===== config.mk =====
export PLATFORM = sky130hd
export DESIGN_NAME = mem_port_arbiter
export DESIGN_NICKNAME = d
export VERILOG_FILES = /design/src/rtl/mem_arb_pkg.sv /design/src/rtl/arb_lat_counter.sv /design/src/rtl/mem_port_arbiter.sv
export SDC_FILE = /design/constraint.sdc
export NUM_CORES = 1
export LEC_CHECK = 0
export ABC_CLOCK_PERIOD_IN_PS = 9800
export CAP_MARGIN = 20
export CORE_MARGIN = 4
export CORE_UTILIZATION = 30
export CTS_CLUSTER_SIZE = 12
export DETAILED_ROUTE_END_ITERATION = 12
export SLEW_MARGIN = 5
export SYNTH_ARGS = -nofsm -noshare
export SYNTH_HDL_FRONTEND = slang
export SYNTH_SLANG_ARGS = --single-unit

===== constraint.sdc =====
create_clock -name clk -period 9.8 [get_ports clk]
set_input_delay 2.45 -clock clk [delete_from_list [all_inputs] [get_ports clk]]
set_output_delay 2.45 -clock clk [all_outputs]
set_load 0.005 [all_outputs]

===== src/rtl/mem_arb_pkg.sv =====
// mem_arb_pkg: shared definitions for the memory port arbiter.
//   arb_state_t   FSM encodings (ARB_IDLE=00, ARB_ACCESS=01, ARB_WAIT=10, ARB_DONE=11)
//   PORT_CPU/DMA  requester ids as carried on grant_id
//   CNT_W         width of the latency counter
//   MEM_LAT_MIN/MAX legal memory latency range (limited by CNT_W)
//   arb_pick()    winner select for one arbitration decision
package mem_arb_pkg;

  typedef enum logic [1:0] {
    ARB_IDLE   = 2'b00,
    ARB_ACCESS = 2'b01,
    ARB_WAIT   = 2'b10,
    ARB_DONE   = 2'b11
  } arb_state_t;

  localparam logic PORT_CPU = 1'b0;
  localparam logic PORT_DMA = 1'b1;

  localparam int CNT_W       = 4;
  localparam int MEM_LAT_MIN = 1;
  localparam int MEM_LAT_MAX = (1 << CNT_W) - 1;

  // A lone requester always wins. On a tie, round-robin hands the grant to
  // the port that did not win last time; fixed priority favours the CPU.
  function automatic logic arb_pick(input logic cpu_req, input logic dma_req,
                                    input logic last_grant, input logic rr_en);
    logic win;
    if (cpu_req && dma_req) win = rr_en ? ~last_grant : PORT_CPU;
    else if (dma_req)       win = PORT_DMA;
    else                    win = PORT_CPU;
    return win;
  endfunction

endpackage


===== src/rtl/arb_lat_counter.sv =====
// arb_lat_counter: 4-bit loadable down-counter timing the memory latency.
//   clk, rst   clock, asynchronous active-high reset (count -> 0)
//   load       load load_val (has priority over dec)
//   load_val   value to load
//   dec        decrement by one; saturates at zero, never wraps
//   count      current value
//   zero       count == 0
module arb_lat_counter
  import mem_arb_pkg::*;
(
  input  logic             clk,
  input  logic             rst,
  input  logic             load,
  input  logic [CNT_W-1:0] load_val,
  input  logic             dec,
  output logic [CNT_W-1:0] count,
  output logic             zero
);

  assign zero = (count == '0);

  always_ff @(posedge clk or posedge rst) begin
    if (rst)               count <= '0;
    else if (load)         count <= load_val;
    else if (dec && !zero) count <= count - CNT_W'(1);
  end

endmodule


===== src/rtl/mem_port_arbiter.sv =====
// mem_port_arbiter: shares one single-ported, fixed-latency memory between
// the CPU and a DMA/debug master.
//   clk, rst                 clock, asynchronous active-high reset
//   cpu_req/we/addr/wdata    CPU request and fields
//   cpu_ack, cpu_rdata       1-cycle completion pulse, read data (held between reads)
//   cpu_stall                cpu_req & ~cpu_ack
//   dma_*                    same set for the DMA port
//   mem_en/we/addr/wdata     memory strobe (1 cycle per access) and latched fields
//   mem_rdata                memory read data, valid MEM_LAT cycles after mem_en
//   busy, grant_id           FSM not idle; owner of the access in flight (0=CPU, 1=DMA)
//   state_dbg                FSM state for observation
// Macro ARB_RR_EN: defined -> round-robin on ties; undefined -> CPU wins ties.
//
// Handshake: a requester raises req with stable we/addr/wdata and holds them
// until it sees its ack; ack is a single-cycle pulse and the requester drops
// (or replaces) its request on that edge. Requests are only sampled in IDLE,
// so a request raised while busy simply waits; there is no timeout.
// Timing: req sampled in IDLE (cycle 0), mem_en in cycle 1, ack in MEM_LAT+1.
module mem_port_arbiter
  import mem_arb_pkg::*;
#(
  parameter int AW      = 32,
  parameter int DW      = 32,
  parameter int MEM_LAT = 1
)
(
  input  logic          clk,
  input  logic          rst,
  input  logic          cpu_req,
  input  logic          cpu_we,
  input  logic [AW-1:0] cpu_addr,
  input  logic [DW-1:0] cpu_wdata,
  output logic          cpu_ack,
  output logic [DW-1:0] cpu_rdata,
  output logic          cpu_stall,
  input  logic          dma_req,
  input  logic          dma_we,
  input  logic [AW-1:0] dma_addr,
  input  logic [DW-1:0] dma_wdata,
  output logic          dma_ack,
  output logic [DW-1:0] dma_rdata,
  output logic          dma_stall,
  output logic          mem_en,
  output logic          mem_we,
  output logic [AW-1:0] mem_addr,
  output logic [DW-1:0] mem_wdata,
  input  logic [DW-1:0] mem_rdata,
  output logic          busy,
  output logic          grant_id,
  output logic [1:0]    state_dbg
);

  if (MEM_LAT < MEM_LAT_MIN || MEM_LAT > MEM_LAT_MAX) begin : g_bad_lat
    $error("mem_port_arbiter: MEM_LAT must be within 1..15");
  end

`ifdef ARB_RR_EN
  localparam logic RR_EN = 1'b1;
`else
  localparam logic RR_EN = 1'b0;
`endif

  localparam logic [CNT_W-1:0] CNT_LOAD = CNT_W'(MEM_LAT - 1);

  arb_state_t       state;
  logic             last_grant;
  logic [DW-1:0]    cpu_rdata_q;
  logic [DW-1:0]    dma_rdata_q;
  logic [CNT_W-1:0] cnt;
  logic             cnt_zero;
  logic             cnt_load;
  logic             cnt_dec;
  logic             win;

  assign cnt_load = (state == ARB_ACCESS);
  assign cnt_dec  = (state == ARB_WAIT);
  assign win      = arb_pick(cpu_req, dma_req, last_grant, RR_EN);

  arb_lat_counter u_lat_cnt (
    .clk      (clk),
    .rst      (rst),
    .load     (cnt_load),
    .load_val (CNT_LOAD),
    .dec      (cnt_dec),
    .count    (cnt),
    .zero     (cnt_zero)
  );

  always_ff @(posedge clk or posedge rst) begin
    if (rst) begin
      state       <= ARB_IDLE;
      mem_en      <= 1'b0;
      mem_we      <= 1'b0;
      mem_addr    <= '0;
      mem_wdata   <= '0;
      cpu_ack     <= 1'b0;
      dma_ack     <= 1'b0;
      cpu_rdata_q <= '0;
      dma_rdata_q <= '0;
      grant_id    <= PORT_CPU;
      last_grant  <= PORT_DMA;
    end else begin
      mem_en  <= 1'b0;
      cpu_ack <= 1'b0;
      dma_ack <= 1'b0;
      case (state)
        ARB_IDLE: begin
          if (cpu_req || dma_req) begin
            grant_id  <= win;
            mem_we    <= (win == PORT_DMA) ? dma_we    : cpu_we;
            mem_addr  <= (win == PORT_DMA) ? dma_addr  : cpu_addr;
            mem_wdata <= (win == PORT_DMA) ? dma_wdata : cpu_wdata;
            mem_en    <= 1'b1;
            state     <= ARB_ACCESS;
          end
        end
        ARB_ACCESS: begin
          last_grant <= grant_id;
          if (MEM_LAT == 1) begin
            cpu_ack <= (grant_id == PORT_CPU);
            dma_ack <= (grant_id == PORT_DMA);
            state   <= ARB_DONE;
          end else begin
            state <= ARB_WAIT;
          end
        end
        ARB_WAIT: begin
          // cnt_zero is only a safety exit: the FSM can never park in WAIT.
          if (cnt == CNT_W'(1) || cnt_zero) begin
            cpu_ack <= (grant_id == PORT_CPU);
            dma_ack <= (grant_id == PORT_DMA);
            state   <= ARB_DONE;
          end
        end
        ARB_DONE: begin
          if (!mem_we) begin
            if (grant_id == PORT_CPU) cpu_rdata_q <= mem_rdata;
            else                      dma_rdata_q <= mem_rdata;
          end
          state <= ARB_IDLE;
        end
        default: state <= ARB_IDLE;
      endcase
    end
  end

  // Memory data is valid during DONE; pass it straight through with the ack
  // so rdata is valid in the ack cycle, then hold the captured copy.
  assign cpu_rdata = (cpu_ack && !mem_we) ? mem_rdata : cpu_rdata_q;
  assign dma_rdata = (dma_ack && !mem_we) ? mem_rdata : dma_rdata_q;

  assign cpu_stall = cpu_req & ~cpu_ack;
  assign dma_stall = dma_req & ~dma_ack;
  assign busy      = (state != ARB_IDLE);
  assign state_dbg = state;

endmodule

==> ds_physical_params.txt <==
Physical implementation characteristics

Parameter                              Value

Status
  Result of the run    finished, final reports clean

Power and ir drop
  Clk power    0.000794 W
  Part of the power in registers    0.305
  Sw Ratio    0.280

Timing
  Count of pins over their slew limit    0
  Worst hold-check slack    0.479 ns
  Period minus WS final    6.20 ns
  Setup TNS after final layout    0 ns

Synth
  Proportion of synthesized chip area in sequential cells    0.514
  Number of nets at floorplan    719
  Most used flip-flop cell after synthesis    sky130_fd_sc_hd__dfrtp_1
  Number of storage elements in the synthesis netlist    139
  # Cells Yosys    546
  Synthesized netlist cell count    546

Critical path
  End of the worst register-to-register path    mem_addr[25]
  Worst reg2reg setup slack    7.37 ns
  Setup crit end kind    output port
  Required time worst endpoint    7.35 ns
  Data arrival time at the worst-slack endpoint    3.75 ns
  Critical Path Start    cpu_req

Global routing
  Met3 capacity usage during global routing    0.0478
  First-pass GRT wire length    28700 um
  Overflow left after global routing    0
  Met1 usage in global routing    0.185
  Number of global-route vias before repair    5181
  Number of antenna violations at the first check in global routing    0

Worst hold path
  Hold path depth    2
  Startpoint of the lowest-slack hold path    mem_addr[30]

CTS
  Clock buffers created by TritonCTS    17
  TritonCTS clock tree    yes
  Clock-pin transition on the worst setup and hold timing paths    0.06 ns

Die
  Die boundary width    158 um
  Number of core rows    54

Final layout
  Fin area    0.0107 mm^2
  P&R area growth vs syn    57.6%
## routing by layer
metal / wire length [um] / vias to the layer above
met5: 0 / -
met4: 307 / 0
met3: 1610 / 18
met2: 8830 / 196
met1: 8100 / 2366
li1: - / 2492
## cell families after synthesis
| logic type | after synthesis | synth area share |
|---|---|---|
| flops | 139 | 0.514 |
| simple gates | 88 | 0.0569 |
| xor+xnor | 2 | 0.00259 |
| mux | 195 | 0.312 |
| compound gates | 72 | 0.0547 |
| fa+ha+maj | 7 | 0.0129 |
| buf+inv | 43 | 0.0473 |
## final cells by class
cell class | count | area, um^2
clock inverter | 10 | 258
inverter | 8 | 35.0
timing repair buffer | 310 | 3090
tap | 280 | 350
clock buffer | 21 | 470
multi-input combinational | 364 | 3000
fill | 2062 | 11400
sequential | 139 | 3480
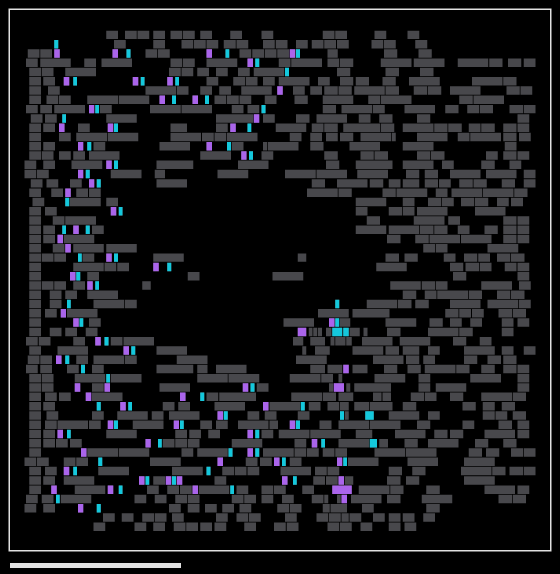
gates.png
Scale bar: 50 um.
| color | family | cells |
|---|---|---|
| cyan | nand cells | 72 |
| purple | aoi and oai cells | 72 |

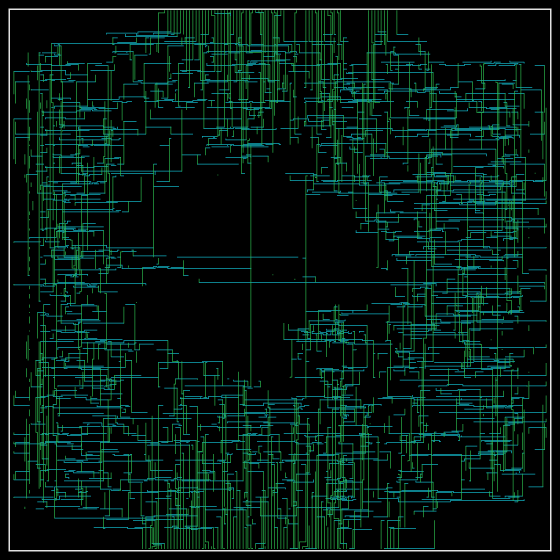
layers.png
Two of the layers only.
| color | layer | wire length |
|---|---|---|
| cyan | M1 | 8100 um |
| green | M2 | 8830 um |
number of vias in the routed layout: 5072
global router's overall resource usage: 0.147
final WL: 18800 um
detailed-route wire length per cell: 16.6 um

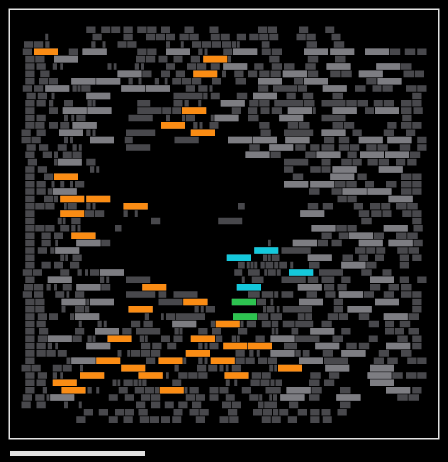
ff_map.png
Scale bar: 50 um.
| color | netlist name | sequential cells |
|---|---|---|
| cyan | u_lat_cnt.count | 4 |
| orange | mem_addr | 32 |
| green | state_dbg | 2 |

Power and IR drop assume default switching activity.
